Fig. 1: metal layers overlaid
The bar under the picture is 50 um long.
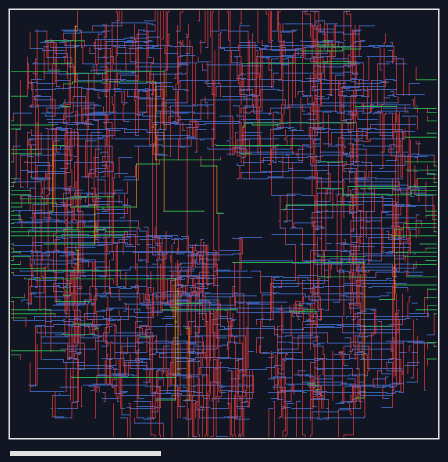
Fig. 2: drive-strength map
The bar under the picture is 50 um long.
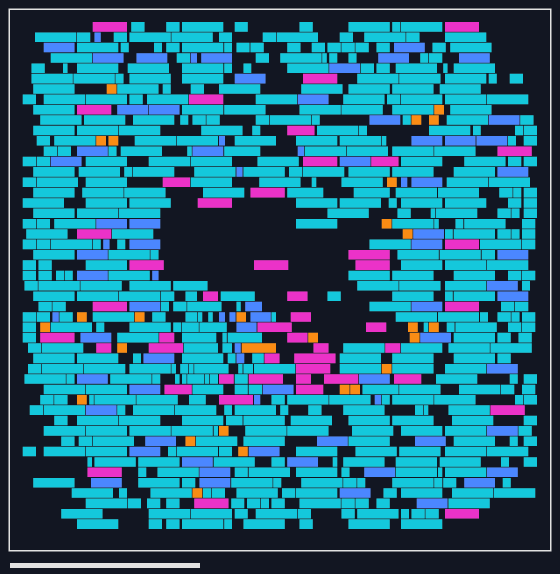
### src/rtl/ifid_fetch_queue.sv
// ifid_fetch_queue: IF/ID instruction queue, circular buffer with first-word fall-through.
module ifid_fetch_queue #(
    parameter int             IW    = 32,
    parameter int             PW    = 32,
    parameter int             DEPTH = 4,
    parameter logic [IW-1:0]  NOP   = '0
) (
    input  logic                     clk,
    input  logic                     reset,
    input  logic                     push_valid,
    output logic                     push_ready,
    input  logic [IW-1:0]            push_instr,
    input  logic [PW-1:0]            push_pcplus4,
    output logic                     pop_valid,
    input  logic                     pop_ready,
    output logic [IW-1:0]            pop_instr,
    output logic [PW-1:0]            pop_pcplus4,
    input  logic                     flush,
    output logic [$clog2(DEPTH):0]   count
);
    localparam int AW = $clog2(DEPTH);
    localparam int CW = AW + 1;

    logic [IW-1:0] instr_q [DEPTH];
    logic [PW-1:0] pc_q [DEPTH];
    logic [AW-1:0] wptr_q, wptr_d, rptr_q, rptr_d;
    logic [CW-1:0] count_q, count_d;
    logic          push_fire, pop_fire;

    always_comb begin
        push_ready  = count_q != CW'(DEPTH);
        pop_valid   = count_q != '0;
        push_fire   = push_valid & push_ready & ~flush & reset;
        pop_fire    = pop_valid & pop_ready & ~flush;
        wptr_d      = flush ? '0 : wptr_q + AW'(push_fire);
        rptr_d      = flush ? '0 : rptr_q + AW'(pop_fire);
        count_d     = flush ? '0 : count_q + CW'(push_fire) - CW'(pop_fire);
        // Gating on count hides stale storage whenever the queue is empty.
        pop_instr   = pop_valid ? instr_q[rptr_q] : NOP;
        pop_pcplus4 = pop_valid ? pc_q[rptr_q] : '0;
        count       = count_q;
    end

    always_ff @(posedge clk or negedge reset) begin
        if (!reset) begin
            wptr_q  <= '0;
            rptr_q  <= '0;
            count_q <= '0;
        end else begin
            wptr_q  <= wptr_d;
            rptr_q  <= rptr_d;
            count_q <= count_d;
        end
    end

    always_ff @(posedge clk) begin
        if (push_fire) begin
            instr_q[wptr_q] <= push_instr;
            pc_q[wptr_q]    <= push_pcplus4;
        end
    end
endmodule

### config.mk
export PLATFORM = sky130hd
export DESIGN_NAME = ifid_fetch_queue
export DESIGN_NICKNAME = d
export VERILOG_FILES = /design/src/rtl/ifid_fetch_queue.sv
export SDC_FILE = /design/constraint.sdc
export NUM_CORES = 1
export LEC_CHECK = 0
export CAP_MARGIN = 20
export CORE_MARGIN = 3
export CORE_UTILIZATION = 55
export DETAILED_ROUTE_END_ITERATION = 10
export GPL_TIMING_DRIVEN = 0
export PLACE_DENSITY = 0.88
export SETUP_SLACK_MARGIN = 0.1
export SYNTH_ARGS = -nofsm -noshare
export SYNTH_HDL_FRONTEND = slang
export SYNTH_SLANG_ARGS = --single-unit
export TNS_END_PERCENT = 5
### constraint.sdc
create_clock -name clk -period 11.2 [get_ports clk]
set_input_delay 3.36 -clock clk [delete_from_list [all_inputs] [get_ports clk]]
set_output_delay 3.36 -clock clk [all_outputs]
set_load 0.005 [all_outputs]
==> changes_impl.md <==
## Implementation

- Clock skew: around 0.011 ns
- Hold Crit Class: register to register
- Status: completed
- Via/cell ratio: 5.631
- CP required: 7.84 ns
- Total congestion overflow: 0
- YS warnings: 0
- DRC: 0
- Hold EP: rptr_q[0]
- Synthesized area: 0.01014 mm^2
- MUX area fraction: 0.1436
- Area of the multi-input gates: 0.002108 mm^2
- YS chip area: slightly above 0.01 mm^2
- Wire length on met3: 1.330 mm
- Post-layout min period: between 6 and 7 ns
- Critical path peak fanout: 10
- Pleak: 4.262 nW
- Mapped Nets: 514
- Nets@finish: slightly above 700
- FP Util: 0.5626
- Worst-margin pin slew: 1.124 ns
- FF-to-FF Start: count[1]
- Most used flip-flop cell: edfxtp_1
- Fin util: 0.7200
- Initial drt markers: 344
- CTS tree: yes
- Power Dens Cells: ~190 mW/mm^2
- Aoi share: 0
- First-pass GRT wire length: 30.62 mm
- Final setup vio count: 0
- Diode count: 0
- Initial antenna violation count: 0
- Clk buf depth: 3
- Yosys cell count: roughly 440
- Largest net degree at the start of global routing: 15
- Worst setup SP type: register
- Hold depth: 2
- Die Span Y: roughly 140 um
- Pins over their slew limit: 0
- Share of cells above drive strength 1: 0.2300
- # fillers: roughly 1000
- RSZ-0062 raised after global routing: false
- # Post-CTS Setup Buffers: 0
- I/O pin count: about 140
- Crit path DAT: 2.78 ns
- Antenna-violating nets left: 0
- Largest logic family: multiplexers
- Late-Pin Clk Latency: roughly 0.52 ns
- Die width: 141.8 um
- Vias in the first global route: 5443
- CP endpoint kind: primary output
- Root buf cell: clkbuf_16
- TritonCTS buffer count: 26
- Mean post-synth cell area: 23.05 um^2
- FMAX: 162.8 MHz
- PortBufs: 137
- Die area: 0.02010 mm^2
- Synth Seq Share: 0.7753
- Critical path type: register to primary output
- # clock sinks: between 200 and 300
About Fig. 1:
| layer | color | wire length |
|---|---|---|
| M4 | orange | 321 um |
| M2 | red | 10100 um |
| M1 | blue | 7740 um |
| M3 | green | 1330 um |
DR WL/cell: 21.84 um
gr usage total: 0.1975
DRT Wirelength: 19.44 mm
via count: 5012

About Fig. 2:
| size | color | cells | share | most used |
|---|---|---|---|---|
| x6 and larger | magenta | 47 | 7.1% | clkbuf_16 |
| x2 | blue | 78 | 12% | mux4_2 |
| x1 and smaller | cyan | 509 | 77% | edfxtp_1 |
| x3 and x4 | orange | 27 | 4.1% | buf_4 |
fin area: 0.01298 mm^2
bufs w/o clock: 195
synthesis-to-finish area growth: 27.98%

layout make-up:
class	count	area share
plain buffers	21	0.01485
flip-flops and latches	263	0.6058
inverters	3	0.0008676
clock buffers	33	0.05379
clock inverters	14	0.008966
well taps	229	0.02208
multi-input cells	153	0.1624
repair buffers	174	0.1312
placed cells by master, fill, tap and decap left out, types with 6 or more instances in the layout:
cell             Yosys  routed
and2_1              64      64
buf_12               6       6
buf_2                7       7
buf_4                0      25
buf_6                1       8
clkbuf_1             7      13
clkbuf_16            0      27
clkdlybuf4s50_1      0     137
clkinv_2             0       6
dfrtp_1              7       7
edfxtp_1           256     256
mux4_2              60      60
per-layer routing:
metal,global-route usage,up-vias
li1,-,2207
met1,0.2661,2583
met2,0.3350,192
met3,0.04314,30
met4,0.04848,0
met5,0,-
logic make-up (layout without fill, tap and decap cells):
logic type,Yosys count,in the layout
buffers and inverters,24,245
adders and majority gates,5,5
DFF,263,263
muxes,64,64
xor gates and xnor gates,3,3
and+or+nand+nor,81,81
cells in the mapped netlist (all sizes together) (2+ instances only):
| cell | instances | area [um^2] |
|---|---|---|
| xnor2 | 2 | 17.52 |
| dfrtp | 7 | 175.2 |
| ha | 4 | 50.05 |
| buf | 14 | 166.4 |
| clkbuf | 7 | 26.28 |
| nor2 | 5 | 18.77 |
| edfxtp | 256 | 7687 |
| inv | 3 | 11.26 |
| nor2b | 3 | 18.77 |
| mux4 | 64 | 1456 |
| and2 | 64 | 400.4 |
| nor4b | 2 | 17.52 |
metrics by stage:
stage / power [W] / hold WS (ns) / setup WS, ns / std cells
floorplan: 0.001392 / 0.5480 / 0.3167 / 440
global placement: 0.001683 / 0.5656 / -5.135 / 806
detailed placement: 0.001696 / 0.6477 / 4.865 / 842
CTS: 0.002526 / 0.6665 / 4.990 / 889
global route: 0.002604 / 0.6955 / 4.892 / 890
finish: 0.002499 / 0.6736 / 5.057 / 890
where the power goes:
group          switching (W)  total [W]  internal, W
clock network       0.000345   0.000829     0.000485
logic               0.000217   0.000555     0.000338
registers         0.00000994    0.00111      0.00110
worst max-delay path: stages, from the launching register on:
cell and delay [ns]:
dfrtp_1 0.46, or3_1 0.18, clkbuf_1 0.49, clkbuf_1 0.39, and2_1 0.23, clkdlybuf4s50_1 0.52
worst max-delay path by stage:
stage / endpoint / start
floorplan: instr_q[1][0] / flush
global placement: pc_q[1][4] / reset
detailed placement: pc_q[2][11] / reset
CTS: pop_instr[14] / count[1]
global route: pop_instr[14] / count[1]
finish: pop_instr[14] / count[1]
registers in the layout, summed over array words and instances (netlist names):
signal and cells:
rptr_q 2, pc_q 128, wptr_q 2, count 3, instr_q 128
No activity file was given, so power comes from the tool's default toggle rates.
